===== config.mk =====
export PLATFORM = sky130hd
export DESIGN_NAME = traffic_phase_ctrl
export DESIGN_NICKNAME = d
export VERILOG_FILES = /design/src/rtl/traffic_phase_ctrl.sv
export SDC_FILE = /design/constraint.sdc
export NUM_CORES = 1
export LEC_CHECK = 0
export CAP_MARGIN = 5
export CELL_PAD_IN_SITES_DETAIL_PLACEMENT = 0
export CELL_PAD_IN_SITES_GLOBAL_PLACEMENT = 2
export CORE_MARGIN = 10
export CORE_UTILIZATION = 41
export DETAILED_ROUTE_END_ITERATION = 10
export PLACE_DENSITY_LB_ADDON = 0.25
export SLEW_MARGIN = 20
export SYNTH_ARGS = -nofsm -noshare
export SYNTH_HDL_FRONTEND = slang
export SYNTH_SLANG_ARGS = --single-unit

===== constraint.sdc =====
create_clock -name clk -period 3.9 [get_ports clk]
set_input_delay 0.78 -clock clk [delete_from_list [all_inputs] [get_ports clk]]
set_output_delay 0.78 -clock clk [all_outputs]
set_load 0.02 [all_outputs]

===== src/rtl/traffic_phase_ctrl.sv =====
// ---------------------------------------------------------------------------
// traffic_phase_ctrl
//
// Purpose:
//   Phase sequencer for a two-road (NS/EW) intersection with a pedestrian
//   walk phase. An internal prescaler turns the board clock into a one-cycle
//   tick. All phase durations are counted in ticks. The tick is an enable
//   only. Every flop runs on clk, and no divided clock is generated.
//
// Build option:
//   NIGHT_FLASH_EN  When defined, the module gains a `night` input and a
//                   FLASH state (encoding 7). In FLASH, both roads blink
//                   yellow. When undefined, neither the input nor the state
//                   exists, and encoding 7 is never produced.
//
// Parameters:
//   TICK_DIV  clk cycles per tick (>= 2)
//   GREEN_T   ticks per green phase (>= 1)
//   YELLOW_T  ticks per yellow phase (>= 1)
//   ALLRED_T  ticks per all-red clearance (>= 1)
//   WALK_T    ticks per pedestrian walk phase (>= 1)
//   CNT_W     phase-counter width. It must hold max(*_T)-1.
//
// Ports:
//   clk       in   1  single clock, all logic on posedge
//   reset     in   1  asynchronous, active-low reset
//   night     in   1  night-flash request (NIGHT_FLASH_EN builds only)
//   ped_req   in   1  pedestrian request, any-length pulse
//   ns_light  out  3  {red,yellow,green} for NS, one-hot (registered)
//   ew_light  out  3  {red,yellow,green} for EW, one-hot (registered)
//   walk      out  1  pedestrian walk lamp (registered)
//   ped_ack   out  1  one-cycle pulse on the first cycle of PED_WALK
//   phase     out  3  current state encoding (debug)
//   tick      out  1  prescaler tick, high while presc == TICK_DIV-1
// ---------------------------------------------------------------------------
module traffic_phase_ctrl #(
  parameter int TICK_DIV = 50_000_000,
  parameter int GREEN_T  = 8,
  parameter int YELLOW_T = 3,
  parameter int ALLRED_T = 1,
  parameter int WALK_T   = 5,
  parameter int CNT_W    = 8
) (
  input  logic       clk,
  input  logic       reset,
`ifdef NIGHT_FLASH_EN
  input  logic       night,
`endif
  input  logic       ped_req,
  output logic [2:0] ns_light,
  output logic [2:0] ew_light,
  output logic       walk,
  output logic       ped_ack,
  output logic [2:0] phase,
  output logic       tick
);

  localparam int PRESC_W = (TICK_DIV > 2) ? $clog2(TICK_DIV) : 1;
  localparam logic [PRESC_W-1:0] PRESC_LAST = PRESC_W'(TICK_DIV - 1);

  localparam logic [2:0] LAMP_RED    = 3'b100;
  localparam logic [2:0] LAMP_YELLOW = 3'b010;
  localparam logic [2:0] LAMP_GREEN  = 3'b001;

  typedef enum logic [2:0] {
    NS_GREEN  = 3'd0,
    NS_YELLOW = 3'd1,
    ALL_RED1  = 3'd2,
    EW_GREEN  = 3'd3,
    EW_YELLOW = 3'd4,
    ALL_RED2  = 3'd5,
    PED_WALK  = 3'd6
`ifdef NIGHT_FLASH_EN
    ,
    FLASH     = 3'd7
`endif
  } state_t;

  // Select which green follows PED_WALK.
  localparam logic ROAD_NS = 1'b0;
  localparam logic ROAD_EW = 1'b1;

  // Registers
  logic [PRESC_W-1:0] presc_q, presc_d;
  logic               tick_q, tick_d;
  state_t             state_q, state_d;
  logic [CNT_W-1:0]   cnt_q, cnt_d;
  logic               ped_pend_q, ped_pend_d;
  logic               next_road_q, next_road_d;
  logic [2:0]         ns_light_q, ns_light_d;
  logic [2:0]         ew_light_q, ew_light_d;
  logic               walk_q, walk_d;
  logic               ped_ack_q, ped_ack_d;
`ifdef NIGHT_FLASH_EN
  logic               blink_q, blink_d;
`endif

  // This is asserted on the edge where the state register moves into
  // PED_WALK. It drives both the pending-request clear and the ack.
  logic enter_walk;

  // Return the last counter value of a phase, i.e. DUR(state) - 1.
  function automatic logic [CNT_W-1:0] dur_m1(input state_t s);
    case (s)
      NS_GREEN, EW_GREEN:   dur_m1 = CNT_W'(GREEN_T - 1);
      NS_YELLOW, EW_YELLOW: dur_m1 = CNT_W'(YELLOW_T - 1);
      PED_WALK:             dur_m1 = CNT_W'(WALK_T - 1);
      default:              dur_m1 = CNT_W'(ALLRED_T - 1);
    endcase
  endfunction

  // Decode the lamps from a state. A road is red everywhere except in its
  // own green and yellow phases. FLASH is handled separately by the caller.
  function automatic logic [2:0] ns_decode(input state_t s);
    case (s)
      NS_GREEN:  ns_decode = LAMP_GREEN;
      NS_YELLOW: ns_decode = LAMP_YELLOW;
      default:   ns_decode = LAMP_RED;
    endcase
  endfunction

  function automatic logic [2:0] ew_decode(input state_t s);
    case (s)
      EW_GREEN:  ew_decode = LAMP_GREEN;
      EW_YELLOW: ew_decode = LAMP_YELLOW;
      default:   ew_decode = LAMP_RED;
    endcase
  endfunction

  // -------------------------------------------------------------------------
  // Next-state logic
  // -------------------------------------------------------------------------
  always_comb begin
    presc_d     = (presc_q == PRESC_LAST) ? '0 : presc_q + PRESC_W'(1);
    // The tick is registered. It is computed from the next prescaler value,
    // so tick_q is high during exactly the cycle where presc_q is at its
    // last value.
    tick_d      = (presc_d == PRESC_LAST);
    state_d     = state_q;
    cnt_d       = cnt_q;
    next_road_d = next_road_q;
    enter_walk  = 1'b0;
`ifdef NIGHT_FLASH_EN
    blink_d     = blink_q;
`endif

    if (tick_q) begin
`ifdef NIGHT_FLASH_EN
      if (night) begin
        // Enter FLASH (or stay in it). The blink starts lit on entry and
        // toggles on every later tick.
        state_d = FLASH;
        cnt_d   = '0;
        blink_d = (state_q == FLASH) ? ~blink_q : 1'b1;
      end else if (state_q == FLASH) begin
        state_d = ALL_RED2;
        cnt_d   = '0;
      end else
`endif
      begin
        if (cnt_q == dur_m1(state_q)) begin
          cnt_d = '0;
          case (state_q)
            NS_GREEN:  state_d = NS_YELLOW;
            NS_YELLOW: state_d = ALL_RED1;
            ALL_RED1: begin
              if (ped_pend_q) begin
                state_d     = PED_WALK;
                next_road_d = ROAD_EW;
                enter_walk  = 1'b1;
              end else begin
                state_d = EW_GREEN;
              end
            end
            EW_GREEN:  state_d = EW_YELLOW;
            EW_YELLOW: state_d = ALL_RED2;
            ALL_RED2: begin
              if (ped_pend_q) begin
                state_d     = PED_WALK;
                next_road_d = ROAD_NS;
                enter_walk  = 1'b1;
              end else begin
                state_d = NS_GREEN;
              end
            end
            PED_WALK:  state_d = (next_road_q == ROAD_EW) ? EW_GREEN : NS_GREEN;
            default:   state_d = ALL_RED2;
          endcase
        end else begin
          cnt_d = cnt_q + CNT_W'(1);
        end
      end
    end

    // Set wins over clear. A request arriving on the entry cycle is kept
    // for the next all-red phase.
    ped_pend_d = ped_req | (ped_pend_q & ~enter_walk);
    ped_ack_d  = enter_walk;

    // Compute the lamps from the next state. The registered outputs then
    // change on the same edge as the state.
    ns_light_d = ns_decode(state_d);
    ew_light_d = ew_decode(state_d);
    walk_d     = (state_d == PED_WALK);
`ifdef NIGHT_FLASH_EN
    if (state_d == FLASH) begin
      ns_light_d = {1'b0, blink_d, 1'b0};
      ew_light_d = {1'b0, blink_d, 1'b0};
      walk_d     = 1'b0;
    end
`endif
  end

  // -------------------------------------------------------------------------
  // State registers
  // -------------------------------------------------------------------------
  always_ff @(posedge clk or negedge reset) begin
    if (!reset) begin
      presc_q     <= '0;
      tick_q      <= 1'b0;
      state_q     <= ALL_RED2;
      cnt_q       <= '0;
      ped_pend_q  <= 1'b0;
      next_road_q <= ROAD_NS;
      ns_light_q  <= LAMP_RED;
      ew_light_q  <= LAMP_RED;
      walk_q      <= 1'b0;
      ped_ack_q   <= 1'b0;
    end else begin
      presc_q     <= presc_d;
      tick_q      <= tick_d;
      state_q     <= state_d;
      cnt_q       <= cnt_d;
      ped_pend_q  <= ped_pend_d;
      next_road_q <= next_road_d;
      ns_light_q  <= ns_light_d;
      ew_light_q  <= ew_light_d;
      walk_q      <= walk_d;
      ped_ack_q   <= ped_ack_d;
    end
  end

`ifdef NIGHT_FLASH_EN
  always_ff @(posedge clk or negedge reset) begin
    if (!reset) begin
      blink_q <= 1'b1;
    end else begin
      blink_q <= blink_d;
    end
  end
`endif

  assign ns_light = ns_light_q;
  assign ew_light = ew_light_q;
  assign walk     = walk_q;
  assign ped_ack  = ped_ack_q;
  assign phase    = state_q;
  assign tick     = tick_q;

endmodule

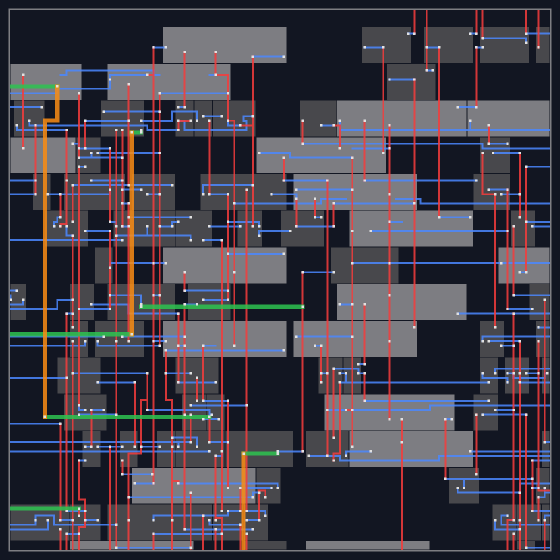
**Above:** run 1 (layout detail).
Region (31, 51) to (71, 91) µm. Cells in grey, sequential cells in the stronger grey; small squares are vias.
legend:
  green:
    layer: metal 3
  red:
    layer: metal 2
  blue:
    layer: metal 1
  orange:
    layer: metal 4
sequential cells in the window: 16
netlist names of flops here include: presc_q (8), ew_light (3), ns_light (3)
most frequent: dfrtp_1 (12), nor2_1 (7), nand3_1 (5)
cells with their middle in the window: 75

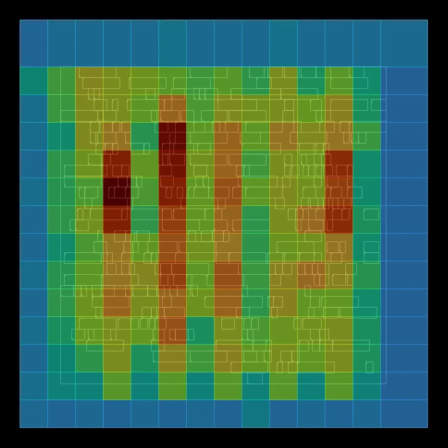
**Above:** run 1 (congestion heat map).
Tot GR Track Use: 12.0%
met1 GRT Util: 14.2%
final core utilization: 46.6%
met3 Resource Use GR: 2.86%
gr busiest metal: met2

==> flow_summary.ini, run 1 <==
; yosys + openroad results
[placement]
port_buffers = 14

[run_status]
status = completed

[global_routing]
grt_pass1_wl_mm = 10.2
grt_pass1_vias = 2143

[sta]
fin_crit_ps = 2520
setup_violations = 0

[cells_and_area]
layout.cells.non_filler = 377
most-common-layout-cells = dfrtp_1, nor2_1, nand2_1
largest-register = presc_q
fin_nets = 304
comb_area_um2 = 1420

[worst_setup_path]
critPathBufInv = 1
worstSetupEndpointType = output port
crit_path_start_kind = flop
crit_type = flop to output port
reg2reg_from = presc_q[0]$_DFF_PN0_
critPathRequiredTime_ps = 3120

[yosys]
syn_area_um2 = 2720
mux_share_pct = 0.369
synthArstFlopShare_pct = 100
ys.flops = 48
synthAoiAreaFrac_pct = 12.0
logic_family = simple AND/OR/NAND/NOR gates

[job]
warning_count = 26

[drt]
drcViolationCount = 0
wl_met1_mm = 2.70
dr_wl_met2_mm = 2.92
vias = 2101

[power]
pg_clk_mw = 0.288
pwr-share-seq_pct = 62.4

[floorplanning]
die_area_um2 = 10300
n_tap_cell = 77
ios = 15

[clocking]
cts-root-buf = clkbuf_8
ctsHoldBuffers = 0
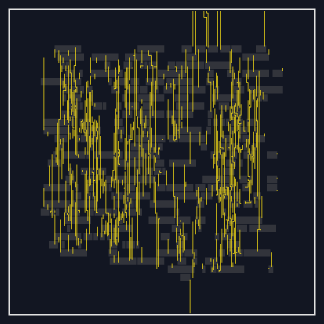
**Above:** run 1 (metal 2).
Drawn at 3 px/µm.
main direction: vertical
nets with wire on the layer: 245
longest straight run: 52.9 µm

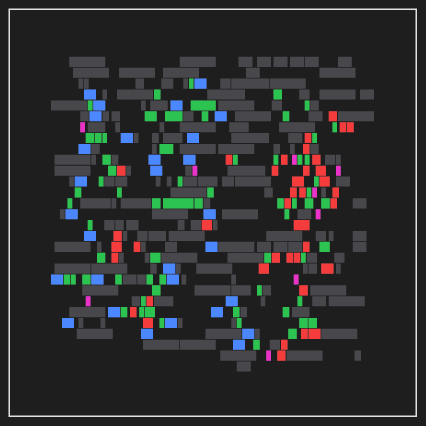
**Above:** run 1 (selected gate families).
Drawn at 4 px/µm.
legend:
  green:
    family: nand cells
    cells: 65
    most_used: nand2_1
  blue:
    family: xor and xnor cells
    cells: 29
    most_used: xor2_1
  magenta:
    family: inv cells
    cells: 9
    most_used: inv_1
  red:
    family: aoi and oai cells
    cells: 39
    most_used: a21oi_1

==> run 1 -> run 2 <==
CORE_UTILIZATION = 38   (was 41)
clock period = 2.6 ns   (was 3.9 ns; I/O delays follow)
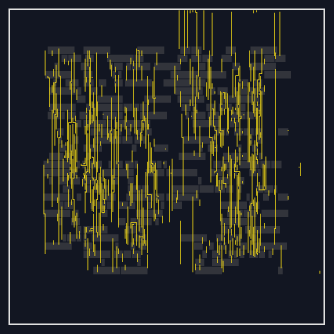
**Above:** run 2 (metal 2).
Drawn at 3 px/µm.
wire length on this layer: 2900 µm
main direction: vertical
share of all routed wire: 48%

==> flow_summary.ini, run 2 <==
; yosys + openroad results
[run_status]
status = completed

[yosys]
ys_sh_adder_pct = 0.922
edf_count = 0
ys.flops = 48
syn_area_um2 = 2720
synthArstFlopShare_pct = 100
logic_family = simple AND/OR/NAND/NOR gates
synthAoiAreaFrac_pct = 12.0
mux_share_pct = 0.369
ys_cells = 290
ys_sh_xor_pct = 9.35

[worst_setup_path]
cp-startpoint = phase[2]$_DFF_PN1_
critPathBufInv = 1
crit_type = flop to flop
critPathRequiredTime_ps = 2800
worstSetupEndpointType = flop
crit_path_start_kind = flop
reg2reg_from = phase[2]$_DFF_PN1_

[cells_and_area]
comb_area_um2 = 1420
inverters = 9
most-common-layout-cells = dfrtp_1, nor2_1, nand2_1
layout.cells.non_filler = 403
fin_util_pct = 44.8
layout.cells.most_common = dfrtp_1
largest-register = presc_q
seq_area_um2 = 1210
clock_buffers = 6
sh_comb_area_pct = 46.0

[global_routing]
grt_use_met1_pct = 14.0
use_met3_pct = 3.01
overflow = 0
busiest_layer = met2
grt_usage_pct = 11.4
grt_pass1_vias = 2122
grt_pass1_wl_mm = 10.5

[clocking]
cts_tree = built
cts-root-buf = clkbuf_8
cts-resized-gates = 0
cts-buffers-inserted = 5
ctsHoldBuffers = 0

[power]
pg_clk_mw = 0.535
p_int_mw = 1.04
pwr-share-seq_pct = 57.4
power_leader = sequential cells
switching_share_pct = 20.3

[job]
warning_count = 26
drv_cap = 0

[sta]
fin_setup_tns_ps = 0
fin_crit_ps = 2230
layout_setup_ws_ps = 367
setup_violations = 0
finalClockSkew_ps = 7.00

[placement]
dp_cells = 395
port_buffers = 14

[drt]
drcViolationCount = 0
wl_met1_mm = 2.90
vias = 2104
dr_wl_met2_mm = 2.90
drtAntennaViolNets = 0

[floorplanning]
die_area_um2 = 10900
rows = 30
ios = 15
n_tap_cell = 96
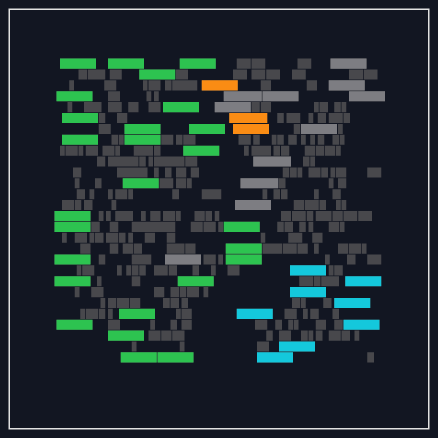
**Above:** run 2 (sequential cells coloured by netlist name).
Drawn at 4 px/µm.
legend:
  orange:
    name_in_the_netlist: ns_light
    flops: 3
  cyan:
    name_in_the_netlist: cnt_q
    flops: 8
  green:
    name_in_the_netlist: presc_q
    flops: 26

==> run 2 -> run 3 <==
--- a/config.mk
+++ b/config.mk
@@ -13,2 +13,3 @@
 export DETAILED_ROUTE_END_ITERATION = 10
+export GPL_ROUTABILITY_DRIVEN = 1
 export PLACE_DENSITY_LB_ADDON = 0.25
==> constraint.sdc (replaced) <==
create_clock -name clk -period 2.6 [get_ports clk]
set_input_delay 0.65 -clock clk [delete_from_list [all_inputs] [get_ports clk]]
set_output_delay 0.65 -clock clk [all_outputs]
set_load 0.02 [all_outputs]
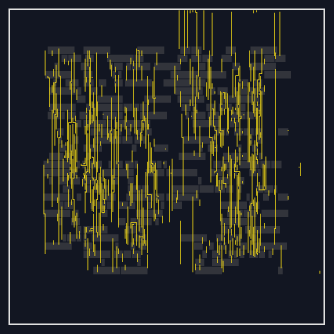
**Above:** run 3 (metal 2).
Drawn at 3 px/µm.
nets with wire on the layer: 259
longest straight run: 53.2 µm

==> flow_summary.ini, run 3 <==
; yosys + openroad results
[run_status]
status = completed

[worst_setup_path]
critPathRequiredTime_ps = 1950
critPathBufInv = 1
cp-startpoint = phase[2]$_DFF_PN1_
reg2reg_from = phase[2]$_DFF_PN1_
crit_path_start_kind = flop

[yosys]
syn_area_um2 = 2720
logic_family = simple AND/OR/NAND/NOR gates
synthArstFlopShare_pct = 100
edf_count = 0
ys_cells = 290
mux_share_pct = 0.369
ys_sh_xor_pct = 9.35

[global_routing]
grt_pass1_vias = 2122
grt_usage_pct = 11.4
grt_use_met1_pct = 14.0
grt_pass1_wl_mm = 10.5
overflow = 0
busiest_layer = met2

[clocking]
cts-root-buf = clkbuf_8
ctsHoldBuffers = 0
cts-buffers-inserted = 5
cts-resized-gates = 0

[drt]
dr_wl_met2_mm = 2.90
wl_met1_mm = 2.90

[power]
power_leader = sequential cells
switching_share_pct = 20.3
pwr-share-seq_pct = 57.4

[cells_and_area]
seq_area_um2 = 1210
fin_util_pct = 44.8
inverters = 9
comb_area_um2 = 1420
largest-register = presc_q
sh_comb_area_pct = 46.0

[job]
drv_cap = 0
warning_count = 26

[sta]
fin_setup_tns_ps = 0
finalClockSkew_ps = 7.00
setup_violations = 0
layout_setup_ws_ps = 320

[floorplanning]
n_tap_cell = 96
rows = 30

[placement]
port_buffers = 14
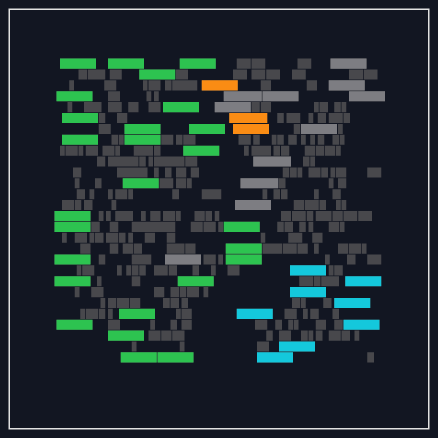
**Above:** run 3 (sequential cells coloured by netlist name).
Drawn at 4 px/µm.
legend:
  orange:
    name_in_the_netlist: ns_light
    flops: 3
  cyan:
    name_in_the_netlist: cnt_q
    flops: 8
  green:
    name_in_the_netlist: presc_q
    flops: 26
not coloured: 11

Power is estimated from default activity; no workload was simulated.
